[src/rtl/yarp_wb_pkg.sv]
// Shared types and constants for the YARP register-file write-back path.
package yarp_wb_pkg;

  localparam int unsigned REG_ADDR_W = 5;
  localparam int unsigned XLEN       = 32;

  typedef struct packed {
    logic [REG_ADDR_W-1:0] rd;
    logic [XLEN-1:0]       data;
  } wb_req_t;

endpackage

[src/rtl/yarp_rr_arbiter.sv]
// Combinational round-robin arbiter: searches req starting at ptr, grants the
// first set bit (one-hot) and returns the pointer just past the winner.
module yarp_rr_arbiter #(
  parameter int unsigned N = 2
) (
  input  logic [N-1:0]         req,
  input  logic [$clog2(N)-1:0] ptr,
  output logic [N-1:0]         gnt,
  output logic [$clog2(N)-1:0] next_ptr
);

  localparam int unsigned PTR_W = $clog2(N);

  logic [PTR_W-1:0] idx;
  logic             found;

  always_comb begin
    gnt      = '0;
    next_ptr = ptr;
    found    = 1'b0;
    idx      = '0;
    for (int unsigned k = 0; k < N; k++) begin
      idx = PTR_W'((32'(ptr) + k) % N);
      if (!found && req[idx]) begin
        gnt[idx] = 1'b1;
        next_ptr = PTR_W'((32'(idx) + 1) % N);
        found    = 1'b1;
      end
    end
  end

endmodule

[src/rtl/yarp_wb_arbiter.sv]
// Write-back port arbiter: one-entry buffer per source, round-robin drain onto
// the single register-file write port. Optional bypass ports: YARP_WB_FWD_EN.
module yarp_wb_arbiter
  import yarp_wb_pkg::*;
#(
  parameter int unsigned NUM_REQ = 2,
  parameter int unsigned XLEN    = 32
) (
  input  logic                          clk,
  input  logic                          reset,
  input  logic [NUM_REQ-1:0]            req_valid_i,
  output logic [NUM_REQ-1:0]            req_ready_o,
  input  logic [NUM_REQ*REG_ADDR_W-1:0] req_rd_addr_i,
  input  logic [NUM_REQ*XLEN-1:0]       req_data_i,
  output logic                          rf_wr_en_o,
  output logic [REG_ADDR_W-1:0]         rf_rd_addr_o,
  output logic [XLEN-1:0]               rf_wr_data_o,
`ifdef YARP_WB_FWD_EN
  input  logic [REG_ADDR_W-1:0]         rs1_addr_i,
  input  logic [REG_ADDR_W-1:0]         rs2_addr_i,
  output logic                          rs1_fwd_vld_o,
  output logic                          rs2_fwd_vld_o,
  output logic [XLEN-1:0]               rs1_fwd_data_o,
  output logic [XLEN-1:0]               rs2_fwd_data_o,
`endif
  output logic [NUM_REQ-1:0]            grant_o
);

  localparam int unsigned PTR_W = $clog2(NUM_REQ);

  wb_req_t              buf_q [NUM_REQ];
  logic [NUM_REQ-1:0]   buf_vld;
  logic [PTR_W-1:0]     ptr;
  logic [PTR_W-1:0]     next_ptr;
  logic [NUM_REQ-1:0]   accept;
  logic [NUM_REQ-1:0]   load;

  yarp_rr_arbiter #(.N(NUM_REQ)) u_rr (
    .req      (buf_vld),
    .ptr      (ptr),
    .gnt      (grant_o),
    .next_ptr (next_ptr)
  );

  // A draining buffer can be refilled on the same edge.
  assign req_ready_o = ~buf_vld | grant_o;
  assign accept      = req_valid_i & req_ready_o;

  // Writes to x0 complete the handshake but never occupy the buffer.
  always_comb begin
    load = '0;
    for (int unsigned i = 0; i < NUM_REQ; i++) begin
      load[i] = accept[i] && (req_rd_addr_i[i*REG_ADDR_W +: REG_ADDR_W] != '0);
    end
  end

  always_ff @(posedge clk) begin
    if (reset) begin
      buf_vld <= '0;
      ptr     <= '0;
    end else begin
      ptr <= next_ptr;
      for (int unsigned i = 0; i < NUM_REQ; i++) begin
        if (load[i]) begin
          buf_vld[i]    <= 1'b1;
          buf_q[i].rd   <= req_rd_addr_i[i*REG_ADDR_W +: REG_ADDR_W];
          buf_q[i].data <= req_data_i[i*XLEN +: XLEN];
        end else if (grant_o[i]) begin
          buf_vld[i] <= 1'b0;
        end
      end
    end
  end

  always_comb begin
    rf_wr_en_o   = |grant_o;
    rf_rd_addr_o = '0;
    rf_wr_data_o = '0;
    for (int unsigned i = 0; i < NUM_REQ; i++) begin
      if (grant_o[i]) begin
        rf_rd_addr_o = buf_q[i].rd;
        rf_wr_data_o = buf_q[i].data;
      end
    end
  end

`ifdef YARP_WB_FWD_EN
  assign rs1_fwd_vld_o  = rf_wr_en_o && (rs1_addr_i == rf_rd_addr_o);
  assign rs2_fwd_vld_o  = rf_wr_en_o && (rs2_addr_i == rf_rd_addr_o);
  assign rs1_fwd_data_o = rs1_fwd_vld_o ? rf_wr_data_o : '0;
  assign rs2_fwd_data_o = rs2_fwd_vld_o ? rf_wr_data_o : '0;
`endif

endmodule

[config.mk]
export PLATFORM = sky130hd
export DESIGN_NAME = yarp_wb_arbiter
export DESIGN_NICKNAME = d
export VERILOG_FILES = /design/src/rtl/yarp_wb_pkg.sv /design/src/rtl/yarp_rr_arbiter.sv /design/src/rtl/yarp_wb_arbiter.sv
export SDC_FILE = /design/constraint.sdc
export NUM_CORES = 1
export LEC_CHECK = 0
export CAP_MARGIN = 20
export CORE_UTILIZATION = 29
export DETAILED_ROUTE_END_ITERATION = 10
export HOLD_SLACK_MARGIN = 0.08
export SLEW_MARGIN = 10
export SYNTH_ARGS = -nofsm -noshare
export SYNTH_HDL_FRONTEND = slang
export SYNTH_SLANG_ARGS = --single-unit
[constraint.sdc]
create_clock -name clk -period 5.6 [get_ports clk]
set_input_delay 1.4 -clock clk [delete_from_list [all_inputs] [get_ports clk]]
set_output_delay 1.4 -clock clk [all_outputs]
set_load 0.02 [all_outputs]
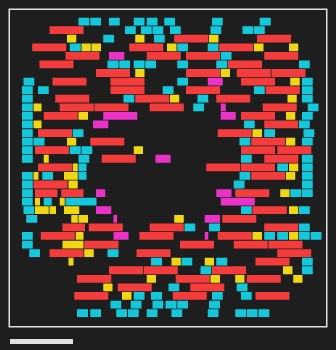
**Above:** placed cells, one color a class.
Bar = 20 µm.
- combinational and other logic: yellow (cells 53)
- flops: red (cells 77)
- clock drivers and dummy loads: magenta (cells 15)
- other buffers and delay cells: cyan (cells 123)
fin area: 4350 µm²
num rows: 35
Seq area share: 52.5%

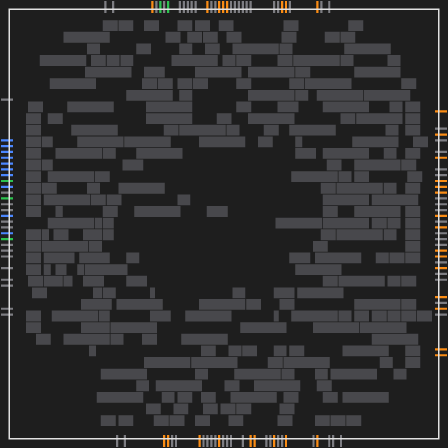
**Above:** pin placement.
Pins as bars across the die edge, other pins in gray.
- rf_rd_addr_o: green (pins 5; direction output; edge 3 left, 2 top)
- req_rd_addr_i: blue (pins 10; direction input; edge left)
- rf_wr_data_o: orange (pins 32; direction output; edge 15 right, 9 bottom, 8 top)
- all pins by edge: 32 top, 32 right, 29 bottom, 27 left
die height: 100 µm
die width: 100 µm

==> results.sh <==
# source this file to load flow results
export IMPL_status="complete, no violations"
export IMPL_synth_top_cell_by_area="edfxtp_1"
export IMPL_cts_resized=0
export IMPL_clock_sinks=77
export IMPL_syn_inst=138
export IMPL_hold_violations=0
export IMPL_ys_seq_elements=77
export IMPL_io_pin_count=120
export IMPL_cts_hold_buf=0
export IMPL_drc=0
export IMPL_synth_seq_share_pct=81.6
export IMPL_p_total_mw=1.29
export IMPL_met1_usage_pct=14.5
export IMPL_drv_slew=0
export IMPL_hold_start="buf_vld[0]"
export IMPL_ys_chip_area_um2=2800
export IMPL_fmaxAchievable_mhz=263
export IMPL_viasPerCell=4.42
export IMPL_grt_pass1_vias=1798
export IMPL_placedCellCount=381
export IMPL_final_setup_viol_count=0
export IMPL_warning_count=26
export IMPL_clk_pin_slew_worst_paths_ns=0.07
export IMPL_crit_type="reg2out"
export IMPL_vias=1755
export IMPL_cts_tree="built"
export IMPL_p_leak_nw=1.48
export IMPL_synth_nets=216
export IMPL_finalNonFillerCells=397
export IMPL_synth_cell_types=16
export IMPL_rr_startpoint="buf_vld[1]"
export IMPL_reg2reg_slack_ns=4.08
export IMPL_cp_max_fo=21
export IMPL_met2_usage_pct=21.5
export IMPL_edf_count=74
export IMPL_antenna_found_initial=0
export IMPL_core_um2=9280
export IMPL_maxCapViolations=0
export IMPL_async_reset_ff_share_pct=0
export IMPL_grt_max_degree=39
export IMPL_ys_cells=138
export IMPL_totalWireLength_mm=6.25
export IMPL_grt_ovfl_total=0
export IMPL_post_cts_buffers=0
export IMPL_ir_worst_vdd_uv=110
export IMPL_ant_nets=0
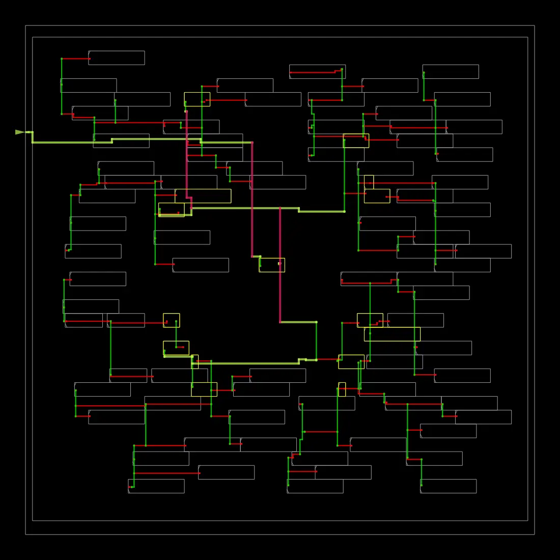
**Above:** clock wiring as the flow saved it.
clock buffer count from CTS: 9
Clock Skew: 0.00875 ns
Seq cells: 77
P_clk: 0.437 mW
clk_lat worst skew: 0.34 ns

Yosys cell counts (2+ instances only):
master / instances
dfxtp_1: 3
buf_6: 6
buf_2: 2
edfxtp_1: 74
or4_1: 2
o21ai_1: 2
a22o_1: 37
nor3b_1: 2
a21oi_1: 3
worst paths after layout:
kind / endpoint / depth (start not counted)
min reg2reg: ptr / 2
max reg2reg: buf_q[0][25] / 3
min: ptr / 2
max: rf_wr_data_o[1] / 4
per-layer routing:
layer	wire (µm)	part of all wire [%]
met5	0	0
met4	64	1.0
met3	460	7.4
met2	3220	52
met1	2510	40
state kept, by name, indices dropped and copies added, names as in the netlist:
| name | cells |
|---|---|
| buf_vld | 2 |
| buf_q | 74 |
| ptr | 1 |
report_power, final:
part	internal (mW)	switching, mW	total [mW]
clock	0.249	0.188	0.437
sequential	0.661	0.00828	0.669
combinational	0.104	0.0762	0.180
final cells by class:
cell class	count	area, µm²	area share (%)
timing repair buffer	123	1240	28.6
sequential	77	2280	52.5
tap	129	161	3.71
multi-input combinational	53	455	10.5
clock buffer	11	131	3.02
clock inverter	4	73.8	1.70
through the flow:
step | cell area [µm²] | worst slack [ns] | hold slack, ns | util [%]
finish | 4350 | 1.80 | 0.568 | 46.8
global route | 4350 | 1.63 | 0.602 | 46.8
CTS | 4320 | 1.47 | 0.569 | 46.5
detailed placement | 4110 | 1.84 | 0.558 | 44.3
global placement | 4110 | 1.93 | 0.517 | 44.3
floorplan | 2800 | 0.814 | 0.488 | -
kinds of logic after synthesis:
| group | synth area share, % |
|---|---|
| compound gates | 12.9 |
| buf+inv | 2.77 |
| flops | 81.6 |
| simple gates | 2.77 |
worst max-delay path, cell delays in order, from the launching register on:
cell             delay [ns]
dfxtp_1                0.44
a21boi_4               0.58
buf_16                 0.23
a22o_1                 0.19
clkdlybuf4s50_1        0.62
Power is estimated from default activity; no workload was simulated.
